[src/rtl/uart_pkg.sv]
// Shared UART definitions: speed register width/reset value, frame shape and
// the transmitter state encoding (also used by uart_rx).
package uart_pkg;
  localparam int SPEED_W = 13;
  localparam logic [SPEED_W-1:0] DEFAULT_SPEED = 13'h1869;
  localparam int FRAME_BITS = 10;
  localparam int DATA_BITS = FRAME_BITS - 2;

  typedef enum logic [1:0] {IDLE, START, DATA, STOP} tx_state_t;
endpackage

[src/rtl/uart_tx_fifo.sv]
// Small synchronous byte FIFO for the transmitter. The head entry is visible
// combinationally so the FSM can pop and load it in the same cycle.
module uart_tx_fifo #(
  parameter int DEPTH = 4,
  parameter int W     = 8
) (
  input  logic                   clk,
  input  logic                   reset,
  input  logic                   push,
  input  logic                   pop,
  input  logic [W-1:0]           din,
  output logic [W-1:0]           dout,
  output logic [$clog2(DEPTH):0] count,
  output logic                   full,
  output logic                   empty
);
  localparam int AW = $clog2(DEPTH);

  logic [W-1:0]  mem_q [DEPTH];
  logic [AW-1:0] wr_ptr_q, rd_ptr_q;
  logic [AW:0]   count_q;
  logic          do_push, do_pop;

  assign full    = (count_q == (AW+1)'(DEPTH));
  assign empty   = (count_q == '0);
  assign do_push = push && !full;
  assign do_pop  = pop && !empty;
  assign dout    = mem_q[rd_ptr_q];
  assign count   = count_q;

  // Storage has no reset; only the pointers and occupancy are cleared.
  always_ff @(posedge clk) begin
    if (do_push) mem_q[wr_ptr_q] <= din;
  end

  // Pointers are AW bits wide, so they wrap modulo DEPTH on their own.
  always_ff @(posedge clk) begin
    if (reset) begin
      wr_ptr_q <= '0;
      rd_ptr_q <= '0;
      count_q  <= '0;
    end else begin
      if (do_push) wr_ptr_q <= wr_ptr_q + AW'(1);
      if (do_pop)  rd_ptr_q <= rd_ptr_q + AW'(1);
      case ({do_push, do_pop})
        2'b10:   count_q <= count_q + (AW+1)'(1);
        2'b01:   count_q <= count_q - (AW+1)'(1);
        default: count_q <= count_q;
      endcase
    end
  end
endmodule

[src/rtl/uart_tx.sv]
// 8N1 UART transmitter: buffered byte input, LSB-first serialisation at a
// programmable bit period of speed+1 clocks, registered line output.
module uart_tx
  import uart_pkg::*;
#(
  parameter int                 FIFO_DEPTH    = 4,
  parameter logic [SPEED_W-1:0] DEFAULT_SPEED = uart_pkg::DEFAULT_SPEED
) (
  input  logic                        clk,
  input  logic                        reset,
  input  logic [7:0]                  tx_data,
  input  logic                        tx_valid,
  output logic                        tx_ready,
  input  logic [SPEED_W-1:0]          speed,
  input  logic                        set_speed,
  output logic                        tx,
  output logic                        tx_busy,
  output logic [$clog2(FIFO_DEPTH):0] fifo_count
);
  tx_state_t          state_q, state_d;
  logic [7:0]         shift_q, shift_d;
  logic [SPEED_W-1:0] speed_q;
  logic [SPEED_W-1:0] bit_len_q, bit_len_d;
  logic [SPEED_W-1:0] cnt_q, cnt_d;
  logic [2:0]         bit_idx_q, bit_idx_d;
  logic               tx_q, tx_d;
  logic               load;
  logic               fifo_pop, fifo_full, fifo_empty;
  logic [7:0]         fifo_dout;

  uart_tx_fifo #(.DEPTH(FIFO_DEPTH), .W(8)) u_fifo (
    .clk   (clk),
    .reset (reset),
    .push  (tx_valid),
    .pop   (fifo_pop),
    .din   (tx_data),
    .dout  (fifo_dout),
    .count (fifo_count),
    .full  (fifo_full),
    .empty (fifo_empty)
  );

  assign tx_ready = !fifo_full;
  assign tx_busy  = (state_q != IDLE) || !fifo_empty;
  assign tx       = tx_q;

  always_comb begin
    state_d   = state_q;
    shift_d   = shift_q;
    bit_len_d = bit_len_q;
    cnt_d     = cnt_q;
    bit_idx_d = bit_idx_q;
    tx_d      = 1'b1;
    load      = 1'b0;
    fifo_pop  = 1'b0;
    case (state_q)
      IDLE: load = !fifo_empty;
      START: begin
        tx_d = 1'b0;
        if (cnt_q == '0) begin
          cnt_d     = bit_len_q;
          bit_idx_d = '0;
          state_d   = DATA;
        end else begin
          cnt_d = cnt_q - SPEED_W'(1);
        end
      end
      DATA: begin
        tx_d = shift_q[0];
        if (cnt_q == '0) begin
          shift_d   = shift_q >> 1;
          bit_idx_d = bit_idx_q + 3'd1;
          cnt_d     = bit_len_q;
          if (bit_idx_q == 3'(DATA_BITS - 1)) state_d = STOP;
        end else begin
          cnt_d = cnt_q - SPEED_W'(1);
        end
      end
      STOP: begin
        if (cnt_q == '0) begin
          state_d = IDLE;
          load    = !fifo_empty;
        end else begin
          cnt_d = cnt_q - SPEED_W'(1);
        end
      end
      default: state_d = IDLE;
    endcase
    // Latching speed into bit_len here keeps a frame in flight at one rate.
    if (load) begin
      fifo_pop  = 1'b1;
      shift_d   = fifo_dout;
      bit_len_d = speed_q;
      cnt_d     = speed_q;
      state_d   = START;
    end
  end

  always_ff @(posedge clk) begin
    if (reset) begin
      state_q   <= IDLE;
      shift_q   <= '0;
      speed_q   <= DEFAULT_SPEED;
      bit_len_q <= DEFAULT_SPEED;
      cnt_q     <= '0;
      bit_idx_q <= '0;
      tx_q      <= 1'b1;
    end else begin
      state_q   <= state_d;
      shift_q   <= shift_d;
      bit_len_q <= bit_len_d;
      cnt_q     <= cnt_d;
      bit_idx_q <= bit_idx_d;
      tx_q      <= tx_d;
      if (set_speed) speed_q <= speed;
    end
  end
endmodule

[config.mk]
export PLATFORM = sky130hd
export DESIGN_NAME = uart_tx
export DESIGN_NICKNAME = d
export VERILOG_FILES = /design/src/rtl/uart_pkg.sv /design/src/rtl/uart_tx_fifo.sv /design/src/rtl/uart_tx.sv
export SDC_FILE = /design/constraint.sdc
export NUM_CORES = 1
export LEC_CHECK = 0
export CELL_PAD_IN_SITES_DETAIL_PLACEMENT = 1
export CELL_PAD_IN_SITES_GLOBAL_PLACEMENT = 1
export CORE_MARGIN = 4
export CORE_UTILIZATION = 50
export DETAILED_ROUTE_END_ITERATION = 10
export PLACE_DENSITY_LB_ADDON = 0.1
export SYNTH_ARGS = -nofsm -noshare
export SYNTH_HDL_FRONTEND = slang
export SYNTH_SLANG_ARGS = --single-unit
[constraint.sdc]
create_clock -name clk -period 6.5 [get_ports clk]
set_input_delay 1.3 -clock clk [delete_from_list [all_inputs] [get_ports clk]]
set_output_delay 1.3 -clock clk [all_outputs]
set_load 0.02 [all_outputs]
Fig. 1: run 1, signal wires on met3
(4 px per um) Cells faint in the background.
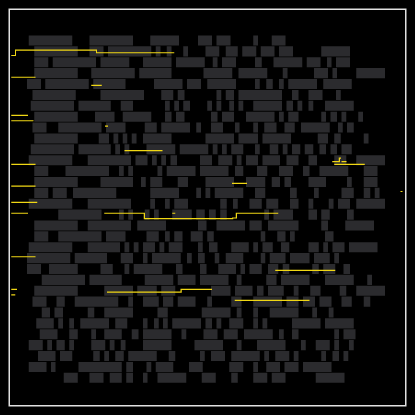
- nets with wire on the layer: 19
- main direction: horizontal
- share of all routed wire: 2.5%
- wire length on this layer: 219 um

Fig. 2: run 1, clock wiring as the flow saved it
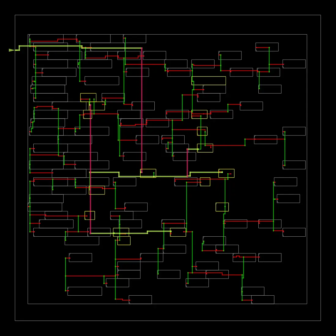
Layout Skew: 9.65 ps
number of clock buffers inserted by TritonCTS: 9
clock insertion delay at the later pin of the skew report: 360 ps
clock network power: 0.000414 W

==> results.yml, run 1 <==
# yosys + openroad results
sta:
  fin_ws_ps: 2490
  slew_headroom_pct: 33.3
  unrepaired_setup_endpoints_after_global_routing: "false"
  final_sum_of_negative_setup_slack_ps: 0
  final_period_minus_worst_setup_slack_ps: 4010
  max_freq_ghz: 0.249
  max_slew.worst_pin.slew_ps: 991
layout:
  non_clock_buffer_count: 31
  post_route_cells_drive_above_1_share_pct: 7.75
  clock_cell_area_share_pct: 4.54
  final-instance-count-excl-fill: 515
  antenna_cells: 0
  fill_cells: 867
  top_area_cell_class: "sequential cells"
  register_area_um2: 2200
  clock_buffer_count: 9
  layout_top_cells: "62 x dfxtp_1, 55 x nand2_1, 42 x nor2_1"
  layout.sequential_cells: 94
  buffer_area_share_pct: 6.54
logic_synthesis:
  ff_type: "dfxtp_1"
  synth.top_cells.by_area: "dfxtp_1 30%, edfxtp_1 23%, nand2_1 5.0%"
  ys_sh_adder_pct: 4.44
  post_synth_mux_area_share_pct: 8.26
  yosysUniqueCellTypes: 56
  mappedNetlistNets: 429
  post-synth-top-count-cell: "dfxtp_1"
  synthTopCellsByCount: "62 x dfxtp_1, 55 x nand2_1, 42 x nor2_1"
  synth_cells: 390
  yosysWarnings: 0
  syn_avg_cell_area_um2: 10.6
critical_path:
  ff2ff_setup_slack_ps: 2490
  cp-end-kind: "flop"
  worstSetupEndpoint: "u_fifo.count[2]$_SDFFE_PP0P_"
  rr_worst_depth: 12
  rr_endpoint: "u_fifo.count[2]$_SDFFE_PP0P_"
  cp-startpoint: "cnt_q[0]$_SDFFE_PP0P_"
  reg2reg_from: "cnt_q[0]$_SDFFE_PP0P_"
  cp.arrival_ps: 4290
route:
  routed_wire_length_per_instance_um: 17.3
  vias: 2933
  detailedRoute.firstIterationViolations: 91
power_and_ir_drop:
  power.static_leakage_nw: 1.69
  p_clk_share_pct: 21.6
  net-switching-power_w: 0.000741
  pwr-share-seq_pct: 41.6
  top_power_group: "registers"
  design_internal_power_w: 0.00118
  fin_total_pwr_w: 0.00192
  p_comb_share_pct: 36.8
die:
  floorplan.die.height_um: 98.8
  die_x_um: 98.8
clock_network:
  post_cts.resized_instances: 0
  clockBufferDepth: 2
  clockRootBuffer: "clkbuf_8"
  ctsHoldBuffers: 0
  cts_setup_buffers: 0
min_path:
  worst_hold_path.endpoint: "bit_len_q[12]$_SDFFE_PP1P_"
job:
  number_of_max_cap_violations: 0
placed_design:
  pre_cts_slack_ps: 2490
  dpl-instance-area_um2: 4420
  place_inst: 499
status:
  run_status: "completed"
Fig. 3: run 1, port wiring
(4 px per um)
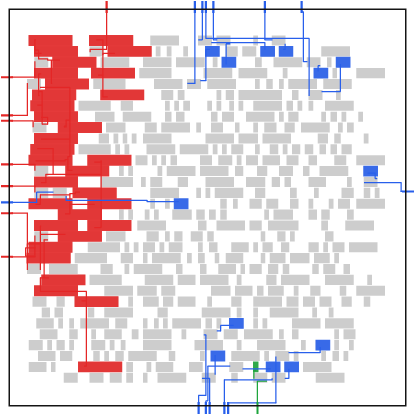
- red: tx_data (direction input; edge 7 west, 1 north; end cells 32; buffers 8; wire 347 um)
- blue: speed (direction input; edge 6 north, 5 south, 1 east, 1 west; end cells 13; buffers 13; wire 325 um)
- green: tx_busy (direction output; edge south; end cells 1; buffers 1; wire 10.4 um)
number of port buffers: 30
Ports: 31

Fig. 4: run 1, cell classes on the final placement
(3 px per um)
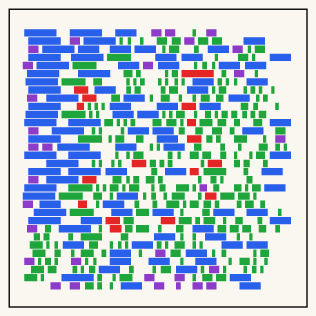
- purple: remaining buffers and delay cells (cells 31; share of their area 6.7%)
- blue: registers (cells 94; share of their area 49%)
- red: clock drivers and dummy loads (cells 16; share of their area 4.7%)
- green: remaining logic cells (cells 272; share of their area 40%)
sequential share of cell area: 47.5%
area inside the core boundary: 7850 um2
final standard cell utilization of the core: 59.0%
post-route cell area: 4630 um2
number of core rows: 32

-- run 1: per-layer routing --
layer | track usage, % | share of wire, %
met1 | 24.2 | 44
met2 | 33.6 | 52
met3 | 3.18 | 2.4
met4 | 4.94 | 1.0
met5 | 0 | 0
-- run 1: flip-flops by register name, summed over array words and instances (netlist names), named ones only --
name and count:
u_fifo.wr_ptr_q 2, bit_idx_q 3, cnt_q 13, u_fifo.count 3, speed_q 13, shift_q 8
bit_len_q 13, state_q 2, tx 1, u_fifo.rd_ptr_q 2, u_fifo.mem_q 32
-- run 1: critical path, cell delays in order (launching register included) --
cell and delay, ps:
dfxtp_1 370, inv_1 90, ha_1 200, or4b_1 610
nor4_4 610, o21ai_2 100, inv_1 590, ha_1 310
inv_1 60, fa_1 370, xor2_1 160, or3_1 310
a21oi_1 140
==> run 1 -> run 2 <==
- CORE_UTILIZATION: 50 -> 46
- clock period: 6.5 -> 4.05 ns (I/O delays scaled with it)
==> run 2 against run 1 <==
  * Register-to-register slack lost 1600 ps
  * Sequential share of layout area shrank 0.34 points
  * Flip-flop count is the same
  * First-iteration DRC count shrank 16%
  * Count of clock-buffer cells in the layout is the same
  * Largest power group unchanged
  * Worst setup slack lost 1600 ps
  * Critical endpoint unchanged
  * Area after synthesis is the same
  * Combinational power grew 63%
  * Clock skew grew 7.0 ps
==> results.yml, run 2 <==
# yosys + openroad results
critical_path:
  cp.arrival_ps: 3440
  timing.critical_path.slowest_stage_cell: "or4b_1"
  cp-end-kind: "flop"
  critPathMostFrequentCell: "inv_1"
  cp_cell_sequence: "inv_1, ha_1, or4b_1, nor4_4, o21ai_2, inv_1, ha_1, inv_1, fa_1, xor2_1, or3_1, a21oi_1"
  critical_path_peak_fanout: 7
  worst_path_dominant_cell_family: "simple AND/OR/NAND/NOR gates"
  critPathMaxStageDelay_ps: 610
  cp.buffers_inverters: 3
layout:
  sh_seq_area_pct: 47.2
  antenna_cells: 0
  non_clock_buffer_count: 36
  number_of_flip_flops_under_the_largest_register_name: 32
  layout_top_cells: "62 x dfxtp_1, 55 x nand2_1, 42 x nor2_1"
  final-instance-count-excl-fill: 526
  post_route_cells_drive_above_1_share_pct: 8.85
  final_cell_area_um2: 4670
  top_area_cell_class: "sequential cells"
  layout.core_utilization_pct: 53.5
  clock_cell_area_share_pct: 4.26
  fill_cells: 944
  largest_register_by_flop_count: "u_fifo.mem_q"
  layout_top_cell: "dfxtp_1"
  buffer_area_share_pct: 7.29
  inverters_excl_clock: 18
  register_area_um2: 2200
clock_network:
  post_cts.resized_instances: 0
  path_clk_slew_ps: 110
  tritoncts.num_buffers: 9
  ctsHoldBuffers: 0
  clockRootBuffer: "clkbuf_8"
  cts_setup_buffers: 0
  clockBufferDepth: 2
  clk_latency_ps: 360
power_and_ir_drop:
  power.static_leakage_nw: 1.71
  fin_total_pwr_w: 0.00306
logic_synthesis:
  post-synth-top-count-cell: "dfxtp_1"
  mappedNetlistArea_um2: 4120
  yosysWarnings: 0
  post_synth_mux_area_share_pct: 8.26
  ff_type: "dfxtp_1"
  synth_async_sr_flop_share_pct: 0
  mappedNetlistNets: 429
  ys_sh_adder_pct: 4.44
  top_area_share_pct: 30.1
  syn_avg_cell_area_um2: 10.6
  synthTopCellsByCount: "62 x dfxtp_1, 55 x nand2_1, 42 x nor2_1"
  yosysUniqueCellTypes: 56
  xor_share_pct: 1.06
  synth.top_cells.by_area: "dfxtp_1 30%, edfxtp_1 23%, nand2_1 5.0%"
  synth_cells: 390
  synth_flop_count: 94
placed_design:
  dpl-instance-area_um2: 4470
  gpl.final_weighted_congestion: 0.788
  pre_cts_slack_ps: 951
  port_buffers: 30
  place_inst: 510
sta:
  max_slew.worst_pin.slew_ps: 839
  max_freq_ghz: 0.317
  slew_headroom_pct: 43.9
  final_sum_of_negative_setup_slack_ps: 0
  fin_ws_ps: 898
  unrepaired_setup_endpoints_after_global_routing: "false"
  final_period_minus_worst_setup_slack_ps: 3150
die:
  design.portCount: 31
  die_x_um: 103
  fp.dieArea_um2: 10500
  floorplan.die.height_um: 103
  core_region_area_um2: 8720
  tapCellCount: 108
  rows: 34
global_routing:
  grt-busiest-layer: "met2"
  grt_use_met1_pct: 22.7
  gr_util_met3_pct: 2.84
  grtUsageMet2_pct: 32.7
job:
  number_of_max_cap_violations: 0
route:
  top_layer_used: "met4"
  vias: 2941
  detailedRoute.firstIterationViolations: 76
  route.met2.wl_um: 4600
  routed_wire_length_per_instance_um: 16.8
  drt-total-wl_um: 8860
  dr_wl_met3_um: 226
  m1WireLength_um: 3910
status:
  run_status: "completed"
[run 2: cell counts after synthesis]
Identical to the previous run, type by type.
[run 2: final timing paths]
check / startpoint / end / slack, ps / cells past startpoint
min reg2reg: bit_len_q[10]$_SDFFE_PP0P_ / bit_len_q[10]$_SDFFE_PP0P_ / 460 / 2
min: bit_len_q[10]$_SDFFE_PP0P_ / bit_len_q[10]$_SDFFE_PP0P_ / 460 / 2
max reg2reg: cnt_q[0]$_SDFFE_PP0P_ / u_fifo.count[2]$_SDFFE_PP0P_ / 900 / 12
max: cnt_q[0]$_SDFFE_PP0P_ / u_fifo.count[2]$_SDFFE_PP0P_ / 900 / 12
[run 2: report_power, final]
group	total [W]	switching (W)	internal, W
Combinational	0.00115	0.000686	0.000468
Sequential	0.00128	0.000136	0.00115
Clock	0.000621	0.000376	0.000245
Fig. 5: run 2, clock wiring as the flow saved it
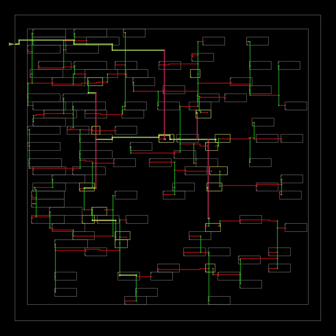
Layout Skew: 16.6 ps
CTS sink count: 94
flip-flops: 94
clock network power: 0.000621 W
Clock Buffer Count: 9

Fig. 6: run 2, routed clock nets over the placement
(4 px per um)
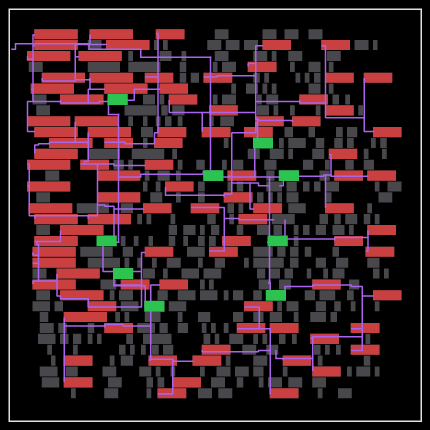
- red: flip-flops (count 94)
- green: clock-net drivers (count 9)
- purple: clock wires (length 1,120 um)
- routed clock nets: 10
- flops lie: spread over the die
Clock Power Share: 20.3%

==> run 2 -> run 3 <==
- clock period: 4.05 -> 3.05 ns (I/O delays scaled with it)
==> run 3 against run 2 <==
  * Hold slack about the same
  * Count of clock-buffer cells in the layout unchanged
  * Critical path type unchanged
  * Global-route usage down 0.28 points
  * Largest cell class unchanged
  * Sequential power up 34%
  * Sequential share of layout area down 0.45 points
==> results.yml, run 3 <==
# yosys + openroad results
layout:
  final_cell_area_um2: 4710
  non_clock_buffer_count: 38
  inverters_excl_clock: 18
  largest_register_by_flop_count: "u_fifo.mem_q"
  post_route_cells_drive_above_1_share_pct: 9.52
  antenna_cells: 0
  layout.sequential_cells: 94
  buffer_area_share_pct: 7.54
  syn2layout_area_growth_pct: 14.4
  layout_top_cells: "62 x dfxtp_1, 55 x nand2_1, 42 x nor2_1"
  fill_cells: 944
  number_of_flip_flops_under_the_largest_register_name: 32
  clock_cell_area_share_pct: 4.78
  layout_top_cell: "dfxtp_1"
  top_area_cell_class: "sequential cells"
critical_path:
  start_kind: "flop"
  required_arrival_time_at_the_worst_endpoint_ps: 3340
  cp-startpoint: "cnt_q[0]$_SDFFE_PP0P_"
  critPathMostFrequentCell: "inv_1"
  timing.critical_path.slowest_stage_cell: "or4b_4"
  critical_path_peak_fanout: 6
  critPathMaxStageDelay_ps: 520
  path_depth: 12
  ff2ff_setup_slack_ps: 180
  cp.buffers_inverters: 3
  worst_path_dominant_cell_family: "simple AND/OR/NAND/NOR gates"
  reg2reg_from: "cnt_q[0]$_SDFFE_PP0P_"
  worstSetupEndpoint: "u_fifo.count[2]$_SDFFE_PP0P_"
  cp.arrival_ps: 3160
  cp_cell_sequence: "inv_1, ha_1, or4b_4, nor4_4, o21ai_2, inv_1, ha_1, inv_1, fa_1, xor2_1, or3_1, a21oi_1"
power_and_ir_drop:
  p_comb_share_pct: 36.9
  switching_share_pct: 37.4
  top_power_group: "registers"
  comb_power_w: 0.00155
  design_internal_power_w: 0.00263
  power.static_leakage_nw: 1.73
  p_clk_share_pct: 22.4
  pg_clk_w: 0.000940
  seq-power_w: 0.00171
  fin_total_pwr_w: 0.00420
  pwr-share-seq_pct: 40.7
die:
  design.portCount: 31
  tapCellCount: 108
  rows: 34
  fp.dieArea_um2: 10500
clock_network:
  cts_setup_buffers: 0
  path_clk_slew_ps: 100
  clockRootBuffer: "clkbuf_8"
  cts_sinks: 94
  clk_latency_ps: 360
  post_cts.resized_instances: 0
  ctsHoldBuffers: 0
  tritoncts.num_buffers: 9
  clockBufferDepth: 2
sta:
  final.setup_skew_ps: 10.7
  slew_headroom_pct: 51.7
  final_period_minus_worst_setup_slack_ps: 2870
  max_slew.worst_pin.slew_ps: 719
  final_sum_of_negative_setup_slack_ps: 0
  final.period_utilization_pct: 94.1
  unrepaired_setup_endpoints_after_global_routing: "false"
route:
  drt-total-wl_um: 8930
  routed_wire_length_per_instance_um: 16.9
  vias_per_cell: 5.56
  vias: 2935
  detailedRoute.firstIterationViolations: 90
min_path:
  min-delay-start: "bit_len_q[10]$_SDFFE_PP0P_"
  worst_hold_path.endpoint: "bit_len_q[10]$_SDFFE_PP0P_"
  hold_path_depth: 2
logic_synthesis:
  yosysWarnings: 0
  yosysUniqueCellTypes: 56
  synth.top_cells.by_area: "dfxtp_1 30%, edfxtp_1 23%, nand2_1 5.0%"
  xor_share_pct: 1.06
  ff_type: "dfxtp_1"
  top_area_share_pct: 30.1
  synth_cells: 390
  synthTopCellsByCount: "62 x dfxtp_1, 55 x nand2_1, 42 x nor2_1"
  post-synth-top-count-cell: "dfxtp_1"
  synth_async_sr_flop_share_pct: 0
  ys_sh_adder_pct: 4.44
  mappedNetlistArea_um2: 4120
placed_design:
  gpl.final_weighted_congestion: 0.831
  port_buffers: 30
status:
  run_status: "completed"
job:
  number_of_max_cap_violations: 0
-- run 3: cell count changes in the layout (fill, tap and decap cells not counted) --
cell / delta
buf_4: +2
bufinv_16: +2
clkinv_4: -1
clkinv_8: -1
clkinvlp_4: +1
inv_6: +2
inv_8: -3
or4b_1: -1
or4b_4: +1
-- run 3: routing by layer --
metal  up-vias  routed length (um)  part of all wire, %  track usage [%]
met5         -                   0                    0                0
met4         0                 146                  1.6             7.27
met3        14                 212                  2.4             3.04
met2        38                4430                   50             30.8
met1      1437                4140                   46             22.6
li1       1446                   -                    -                -
-- run 3: per-stage QoR --
step | utilization (%) | worst slack, ps | instances
global placement | 51.4 | 289 | 512
finish | 54.0 | 180 | 528
global route | 54.0 | 10.9 | 528
floorplan | - | 26.7 | 390
detailed placement | 51.4 | 182 | 512
CTS | 54.0 | 142 | 528
Fig. 7: run 3, signal wires on met3
(4 px per um) Cells faint in the background.
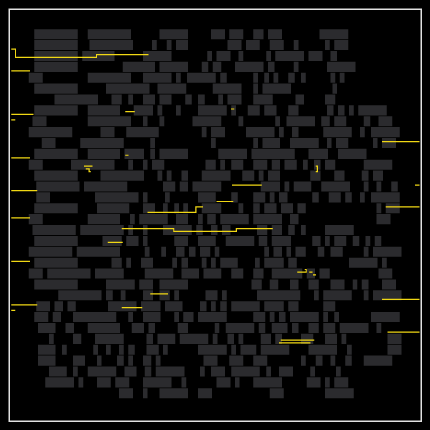
- nets with wire on the layer: 23
- share of all routed wire: 2.4%

Fig. 8: run 3, port wiring
(4 px per um)
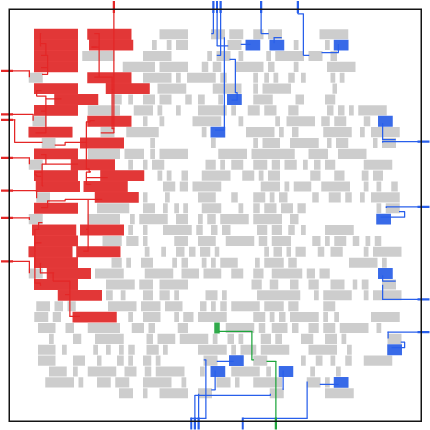
- blue: speed (direction input; edge 5 north, 4 south, 4 east; end cells 13; buffers 13; wire 262 um)
- red: tx_data (direction input; edge 7 west, 1 north; end cells 32; buffers 8; wire 292 um)
- green: tx_busy (direction output; edge south; end cells 1; buffers 1; wire 32.6 um)

Power and IR drop assume default switching activity.
